<file path="config.mk">
export PLATFORM = sky130hd
export DESIGN_NAME = mvm_accum_act
export DESIGN_NICKNAME = d
export VERILOG_FILES = /design/src/rtl/mvm_pkg.sv /design/src/rtl/mvm_requant.sv /design/src/rtl/mvm_accum_act.sv
export SDC_FILE = /design/constraint.sdc
export NUM_CORES = 1
export LEC_CHECK = 0
export CELL_PAD_IN_SITES_DETAIL_PLACEMENT = 1
export CELL_PAD_IN_SITES_GLOBAL_PLACEMENT = 2
export CORE_MARGIN = 8
export CORE_UTILIZATION = 31
export CTS_CLUSTER_DIAMETER = 200
export CTS_CLUSTER_SIZE = 16
export DETAILED_ROUTE_END_ITERATION = 7
export GPL_TIMING_DRIVEN = 0
export MAX_ROUTING_LAYER = met4
export PLACE_DENSITY_LB_ADDON = 0.1
export SETUP_SLACK_MARGIN = 0.05
export SYNTH_ARGS = -nofsm -noshare
export SYNTH_HDL_FRONTEND = slang
export SYNTH_SLANG_ARGS = --single-unit
export TNS_END_PERCENT = 1
</file>
<file path="constraint.sdc">
create_clock -name i_clk_acc -period 3.56 [get_ports i_clk_acc]
set_input_delay 0.89 -clock i_clk_acc [delete_from_list [all_inputs] [get_ports i_clk_acc]]
set_output_delay 0.89 -clock i_clk_acc [all_outputs]
set_load 0.01 [all_outputs]
</file>
<file path="src/rtl/mvm_pkg.sv">
// Shared definitions for the MVM datapath and its downstream accumulate/activate stage.
// Contents: lane-count and width constants, accumulator FSM state encoding, lane-vector types.
package mvm_pkg;

  localparam int LANES = 4;
  localparam int IN_W  = 4;
  localparam int ACC_W = 16;

  typedef enum logic [1:0] {
    IDLE,
    ACCUM,
    BIAS,
    OUT
  } acc_state_e;

  // Lane vectors are packed with lane 0 in the least-significant slice.
  typedef logic [LANES*IN_W-1:0]  wx_vec_t;
  typedef logic [LANES*ACC_W-1:0] acc_vec_t;

endpackage

</file>
<file path="src/rtl/mvm_requant.sv">
// Per-lane requantiser: saturating signed bias add, ReLU, arithmetic right shift and
// unsigned saturation to OUT_W bits.
// Ports:
//   acc  in  ACC_W  signed accumulated sum
//   bias in  ACC_W  signed per-lane bias
//   data out OUT_W  requantised activation
//   ovf  out 1      bias add or output range saturated
module mvm_requant #(
  parameter int ACC_W = 16,
  parameter int SHIFT = 2,
  parameter int OUT_W = 4
) (
  input  logic [ACC_W-1:0] acc,
  input  logic [ACC_W-1:0] bias,
  output logic [OUT_W-1:0] data,
  output logic             ovf
);

  localparam logic [ACC_W-1:0] S_MAX = {1'b0, {(ACC_W-1){1'b1}}};
  localparam logic [ACC_W-1:0] S_MIN = {1'b1, {(ACC_W-1){1'b0}}};
  localparam logic [ACC_W-1:0] R_MAX = ACC_W'((1 << OUT_W) - 1);

  logic [ACC_W:0]   sum;
  logic [ACC_W-1:0] s;
  logic [ACC_W-1:0] r;
  logic             add_sat;
  logic             out_sat;

  always_comb begin
    // Sign-extend both operands one bit so signed overflow shows up as a
    // disagreement between the top two bits.
    sum     = {acc[ACC_W-1], acc} + {bias[ACC_W-1], bias};
    add_sat = 1'b0;
    s       = sum[ACC_W-1:0];
    if (sum[ACC_W] != sum[ACC_W-1]) begin
      add_sat = 1'b1;
      s       = sum[ACC_W] ? S_MIN : S_MAX;
    end

    // Negative sums clamp to zero; non-negative ones have a clear sign bit,
    // so a logical shift equals the arithmetic one.
    r = s[ACC_W-1] ? '0 : (s >> SHIFT);

    out_sat = 1'b0;
    data    = r[OUT_W-1:0];
    if (r > R_MAX) begin
      out_sat = 1'b1;
      data    = '1;
    end

    ovf = add_sat | out_sat;
  end

endmodule

</file>
<file path="src/rtl/mvm_accum_act.sv">
// Accumulates N_TILES per-lane unsigned partial products into saturating signed accumulators,
// then adds bias, applies ReLU and requantises into one OUT_W-bit value per lane, offered
// downstream over a valid/ready handshake.
// Ports:
//   i_clk_acc      in  clock, rising edge
//   i_rst_n_acc    in  asynchronous active-low reset
//   i_start_acc    in  start a new vector (accepted in IDLE, or in OUT with ready)
//   i_wx_valid_acc in  partial result valid (used in ACCUM only)
//   i_wx_acc       in  LANES x IN_W unsigned partial results
//   i_bias_acc     in  LANES x ACC_W signed biases, sampled in BIAS
//   i_ready_acc    in  downstream ready
//   o_busy_acc     out state is not IDLE
//   o_valid_acc    out o_data_acc valid
//   o_data_acc     out LANES x OUT_W activations
//   o_ovf_acc      out sticky saturation flag, cleared by an accepted start
module mvm_accum_act
  import mvm_pkg::*;
#(
  parameter int LANES   = mvm_pkg::LANES,
  parameter int IN_W    = mvm_pkg::IN_W,
  parameter int ACC_W   = mvm_pkg::ACC_W,
  parameter int N_TILES = 4,
  parameter int SHIFT   = 2,
  parameter int OUT_W   = 4
) (
  input  logic                   i_clk_acc,
  input  logic                   i_rst_n_acc,
  input  logic                   i_start_acc,
  input  logic                   i_wx_valid_acc,
  input  logic [LANES*IN_W-1:0]  i_wx_acc,
  input  logic [LANES*ACC_W-1:0] i_bias_acc,
  input  logic                   i_ready_acc,
  output logic                   o_busy_acc,
  output logic                   o_valid_acc,
  output logic [LANES*OUT_W-1:0] o_data_acc,
  output logic                   o_ovf_acc
);

  localparam int CNT_W = $clog2(N_TILES + 1);
  localparam logic [CNT_W-1:0]  LAST_CNT = CNT_W'(N_TILES - 1);
  localparam logic [ACC_W-1:0]  ACC_MAX  = {1'b0, {(ACC_W-1){1'b1}}};

  acc_state_e state_q, state_d;

  logic [ACC_W-1:0] acc_q  [LANES];
  logic [ACC_W-1:0] acc_nx [LANES];
  logic [LANES-1:0] acc_sat;
  logic [CNT_W-1:0] cnt_q;
  logic [LANES*OUT_W-1:0] data_q;
  logic                   ovf_q;

  logic [LANES*OUT_W-1:0] rq_data;
  logic [LANES-1:0]       rq_ovf;

  logic clr;
  logic acc_en;
  logic bias_ld;

  always_ff @(posedge i_clk_acc or negedge i_rst_n_acc) begin
    if (!i_rst_n_acc) state_q <= IDLE;
    else              state_q <= state_d;
  end

  always_comb begin
    state_d = state_q;
    clr     = 1'b0;
    acc_en  = 1'b0;
    bias_ld = 1'b0;
    unique case (state_q)
      IDLE: begin
        if (i_start_acc) begin
          clr     = 1'b1;
          state_d = ACCUM;
        end
      end
      ACCUM: begin
        if (i_wx_valid_acc) begin
          acc_en = 1'b1;
          if (cnt_q == LAST_CNT) state_d = BIAS;
        end
      end
      BIAS: begin
        bias_ld = 1'b1;
        state_d = OUT;
      end
      OUT: begin
        if (i_ready_acc) begin
          if (i_start_acc) begin
            clr     = 1'b1;
            state_d = ACCUM;
          end else begin
            state_d = IDLE;
          end
        end
      end
      default: state_d = IDLE;
    endcase
  end

  // Partial results are unsigned, so only positive overflow is possible.
  always_comb begin
    for (int unsigned l = 0; l < LANES; l++) begin
      logic [ACC_W:0] sum;
      sum = {acc_q[l][ACC_W-1], acc_q[l]}
          + (ACC_W+1)'(i_wx_acc[l*IN_W +: IN_W]);
      acc_sat[l] = (sum[ACC_W] != sum[ACC_W-1]);
      acc_nx[l]  = acc_sat[l] ? ACC_MAX : sum[ACC_W-1:0];
    end
  end

  always_ff @(posedge i_clk_acc or negedge i_rst_n_acc) begin
    if (!i_rst_n_acc) begin
      for (int unsigned l = 0; l < LANES; l++) acc_q[l] <= '0;
      cnt_q  <= '0;
      data_q <= '0;
      ovf_q  <= 1'b0;
    end else begin
      if (clr) begin
        for (int unsigned l = 0; l < LANES; l++) acc_q[l] <= '0;
        cnt_q <= '0;
        ovf_q <= 1'b0;
      end else if (acc_en) begin
        for (int unsigned l = 0; l < LANES; l++) acc_q[l] <= acc_nx[l];
        cnt_q <= cnt_q + 1'b1;
        if (|acc_sat) ovf_q <= 1'b1;
      end
      if (bias_ld) begin
        data_q <= rq_data;
        if (|rq_ovf) ovf_q <= 1'b1;
      end
    end
  end

  for (genvar g = 0; g < LANES; g++) begin : g_rq
    mvm_requant #(
      .ACC_W (ACC_W),
      .SHIFT (SHIFT),
      .OUT_W (OUT_W)
    ) u_rq (
      .acc  (acc_q[g]),
      .bias (i_bias_acc[g*ACC_W +: ACC_W]),
      .data (rq_data[g*OUT_W +: OUT_W]),
      .ovf  (rq_ovf[g])
    );
  end

  assign o_busy_acc  = (state_q != IDLE);
  assign o_valid_acc = (state_q == OUT);
  assign o_data_acc  = data_q;
  assign o_ovf_acc   = ovf_q;

endmodule

</file>
Fig. 1: run 1, clock wiring as the flow saved it
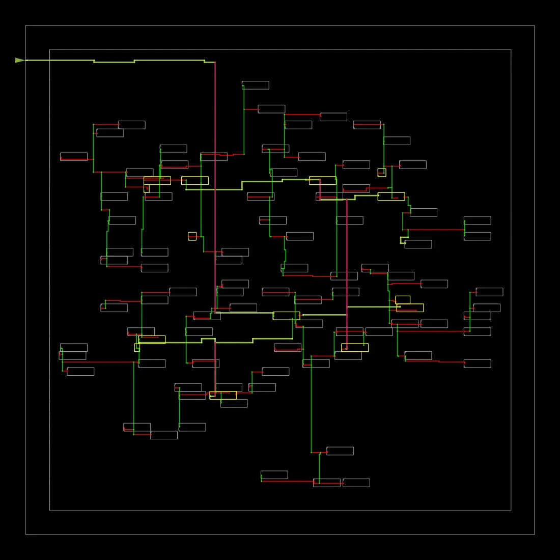
clk latency late pin: 0.36 ns
Seq cells: 86
clk sink count: 86
# clk buffers: 10

Fig. 2: run 1, wiring by layer
(3 px per um)
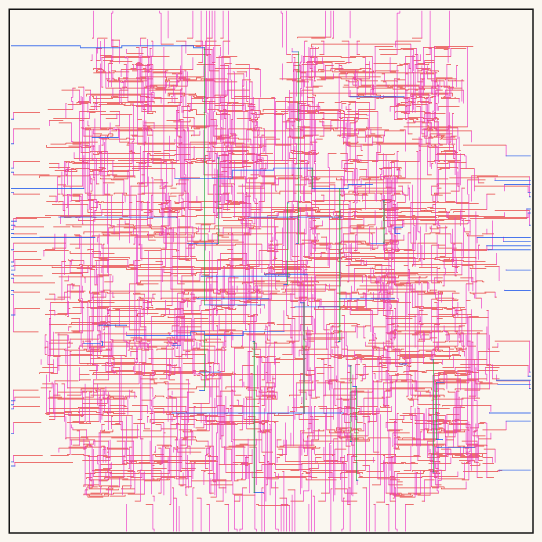
- magenta: metal 2 (wire length 14300 um)
- blue: metal 3 (wire length 780 um)
- red: metal 1 (wire length 13500 um)
- green: metal 4 (wire length 496 um)

==> results.yml, run 1 <==
# generated from flow reports
run_status:
  outcome: "finished, violations left"
  failed_checks: "negative setup slack"
layout:
  mostFrequentLayoutCell: "buf_4"
  buffers: 245
  final_cell_count_no_fill: 1484
  seq-cell-share: 0.1827
  largest_register_ffs: 64
placed_design:
  dpl.hpwl_mm: 20.13
final_timing:
  setup_viol: 27
  fmax_mhz: 252.8
  fin_ws_ns: -0.3951
die:
  core_area_sq_um: 24890
  dieArea_sq_um: 30310
synthesis:
  top_cells_by_count: "o21ai_0, ha_1, a21oi_1, dfrtp_1, nor2_1"
  xor_area_frac: 0.04182
  ys_area_sq_um: 7749
  seq_area_frac_synth: 0.2777
  yosysMostFrequentCell: "o21ai_0"
power_and_ir_drop:
  sw_frac_of_total: 0.4280
  power_density_nw_per_um2: 495.8
  clkPwrFrac: 0.156
clocking:
  cts_tree: "built"
Fig. 3: run 1, register map, names as in the netlist
(3 px per um)
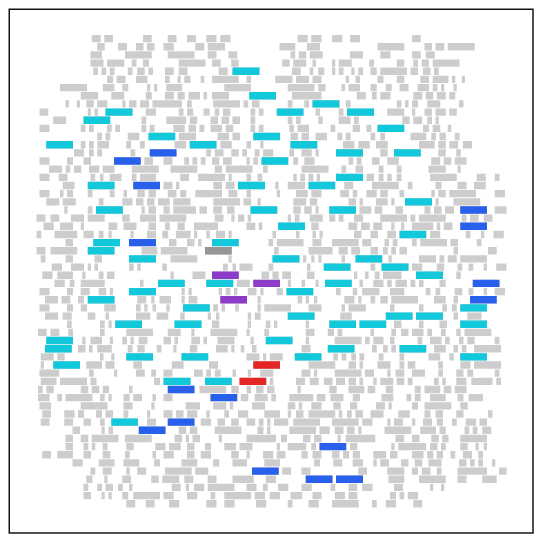
- purple: cnt_q (flops 3)
- cyan: acc_q (flops 64)
- blue: o_data_acc (flops 16)
- red: state_q (flops 2)
- not colored: 1

-- run 1: timing repair --
action | 4_1_cts | 5_1_grt
hold endpoints to repair | 0 | 0
setup buffers | 100 | 11
pin swaps | 130 | 43
resized | 308 | 65
endpoints found under the setup margin | 78 | 64
-- run 1: metrics by stage --
step | TNS, ns | utilization | hold slack, ns
after floorplan | -4.594 | - | 0.4802
after global placement | -275.18 | 0.3769 | 0.4761
after detailed placement | -82.80 | 0.3779 | 0.4765
after CTS | -8.701 | 0.4618 | 0.4985
after global routing | -11.32 | 0.4733 | 0.5078
final | -5.729 | 0.4733 | 0.4979
-- run 1: cells by family after synthesis --
group	Yosys count
buffers and inverters	85
flip-flops	86
adder cells (fa/ha/maj)	99
XOR/XNOR	37
multiplexers	17
AND/OR/NAND/NOR	281
AND-OR/OR-AND	321
==> run 1 -> run 2 <==
- CTS_BUF_LIST: unset -> sky130_fd_sc_hd__clkbuf_4 sky130_fd_sc_hd__clkbuf_8
Fig. 4: run 2, signal wires on met4
(3 px per um) Supply wires on this layer in gray.
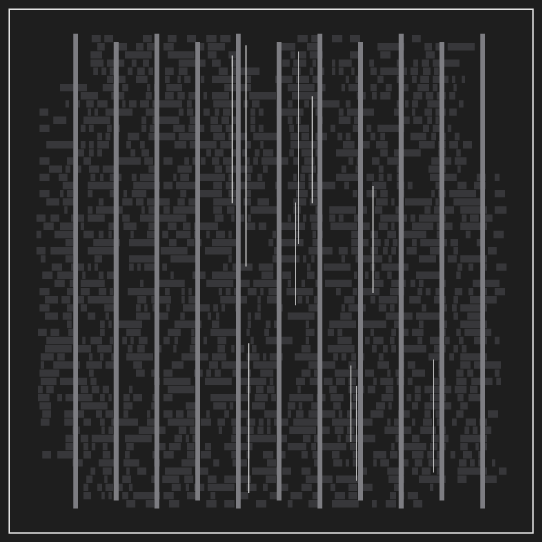
- longest straight run: 73.4 um
- nets with wire on the layer: 10

==> results.yml, run 2 <==
# generated from flow reports
placed_design:
  dpl.hpwl_mm: 20.13
  gp_congestion: 0.7769
layout:
  final_cell_count_no_fill: 1485
  largest_register_ffs: 64
  seq-cell-share: 0.1848
  buffers: 246
  utilization: 0.4682
  lay_top_cells: "buf_4, o21ai_0, dfrtp_1"
  ff_count: 86
  clkbuf_count: 10
  mostFrequentLayoutCell: "buf_4"
  n_antenna_cell: 0
setup_path:
  path_buffers: 3
  cp-endpoint: "o_ovf_acc"
final_timing:
  hold_slack_ns: 0.4489
  finalSetupTns_ns: -2.965
  fin_worst_skew_ns: 0.01841
  fmax_mhz: 256.6
  fin_ws_ns: -0.3372
  setup_viol: 17
clocking:
  cts_tree: "built"
  clkLatencyLatePin_ns: 0.40
  clock_sinks: 86
run_status:
  failed_checks: "negative setup slack"
  outcome: "finished, violations left"
die:
  core_area_sq_um: 24890
  dieArea_sq_um: 30310
  fp_util: 0.3113
power_and_ir_drop:
  seqPwrFrac: 0.277
  power_density_nw_per_um2: 478.7
  sw_frac_of_total: 0.4421
  p_total_w: 0.005579
synthesis:
  yosysMostFrequentCell: "o21ai_0"
  seq_area_frac_synth: 0.2777
  ys_area_sq_um: 7749
-- run 2: per-layer routing --
layer,vias up,share of wire,routed length (um),global-route usage
met2,95,0.50,14400,0.3231
met5,-,0,0,-
met4,0,0.015,434,0.04845
met3,20,0.022,630,0.02951
li1,3880,-,-,-
met1,3908,0.47,13560,0.2493
-- run 2: cells by family after synthesis --
logic type / count (synthesis)
compound gates: 321
xor+xnor: 37
fa+ha+maj: 99
buf+inv: 85
flops: 86
mux: 17
simple gates: 281
-- run 2: what timing repair did --
item                       in CTS  in global routing
setup buffers                 100                 12
pin swaps                     131                 41
setup endpoints to repair      77                 61
gates resized                 313                 50
hold buffers                    0                  0
==> run 2 -> run 3 <==
- CAP_MARGIN: unset -> 40
- GPL_ROUTABILITY_DRIVEN: unset -> 0
Fig. 5: run 3, signal wires on met4
(3 px per um) Supply wires on this layer in gray.
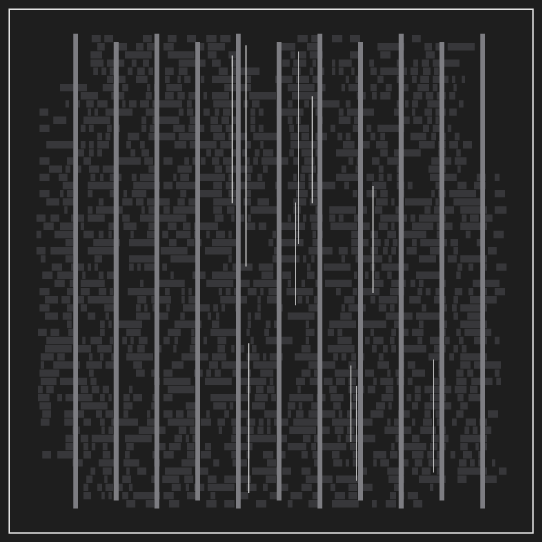
- nets with wire on the layer: 10
- share of all routed wire: 1.5%

==> results.yml, run 3 <==
# generated from flow reports
power_and_ir_drop:
  seqPwrFrac: 0.277
  p_total_w: 0.005579
  clkPwrFrac: 0.120
die:
  fp_util: 0.3113
  dieArea_sq_um: 30310
synthesis:
  yosysMostFrequentCell: "o21ai_0"
  seq_area_frac_synth: 0.2777
  top_cells_by_count: "o21ai_0, ha_1, a21oi_1, dfrtp_1, nor2_1"
clocking:
  clock_sinks: 86
  clkLatencyLatePin_ns: 0.40
  cts_tree: "built"
global_route:
  use_met1: 0.2493
  grt_util_met2: 0.3231
  gr-usage-met3: 0.02951
final_timing:
  hold_slack_ns: 0.4489
  fin_ws_ns: -0.3372
  setup_viol: 17
layout:
  utilization: 0.4682
  final_cell_count_no_fill: 1485
  largest_register_ffs: 64
  n_antenna_cell: 0
run_status:
  outcome: "finished, violations left"
  failed_checks: "negative setup slack"
setup_path:
  path_buffers: 3
  cp-endpoint: "o_ovf_acc"
placed_design:
  dpl.hpwl_mm: 20.13
run 3: per-layer routing:
layer / up-vias / part of all wire
li1: 3880 / -
met1: 3908 / 0.47
met2: 95 / 0.50
met3: 20 / 0.022
met4: 0 / 0.015
met5: - / 0
run 3: area by class of cell:
type,count,area [sq um],share of cell area
inverter,54,206.4,0.01772
tap,330,412.9,0.03543
multi-input combinational,755,6720,0.5767
buffer,30,192.7,0.01653
clock inverter,4,25.02,0.002147
timing repair buffer,216,1805,0.1549
clock buffer,10,137.6,0.01181
sequential,86,2153,0.1848
run 3: repair_timing:
item                       in CTS  in global routing
hold buffers                    0                  0
pin swaps                     131                 41
setup endpoints to repair      77                 61
gates resized                 313                 50
buffers inserted              100                 12
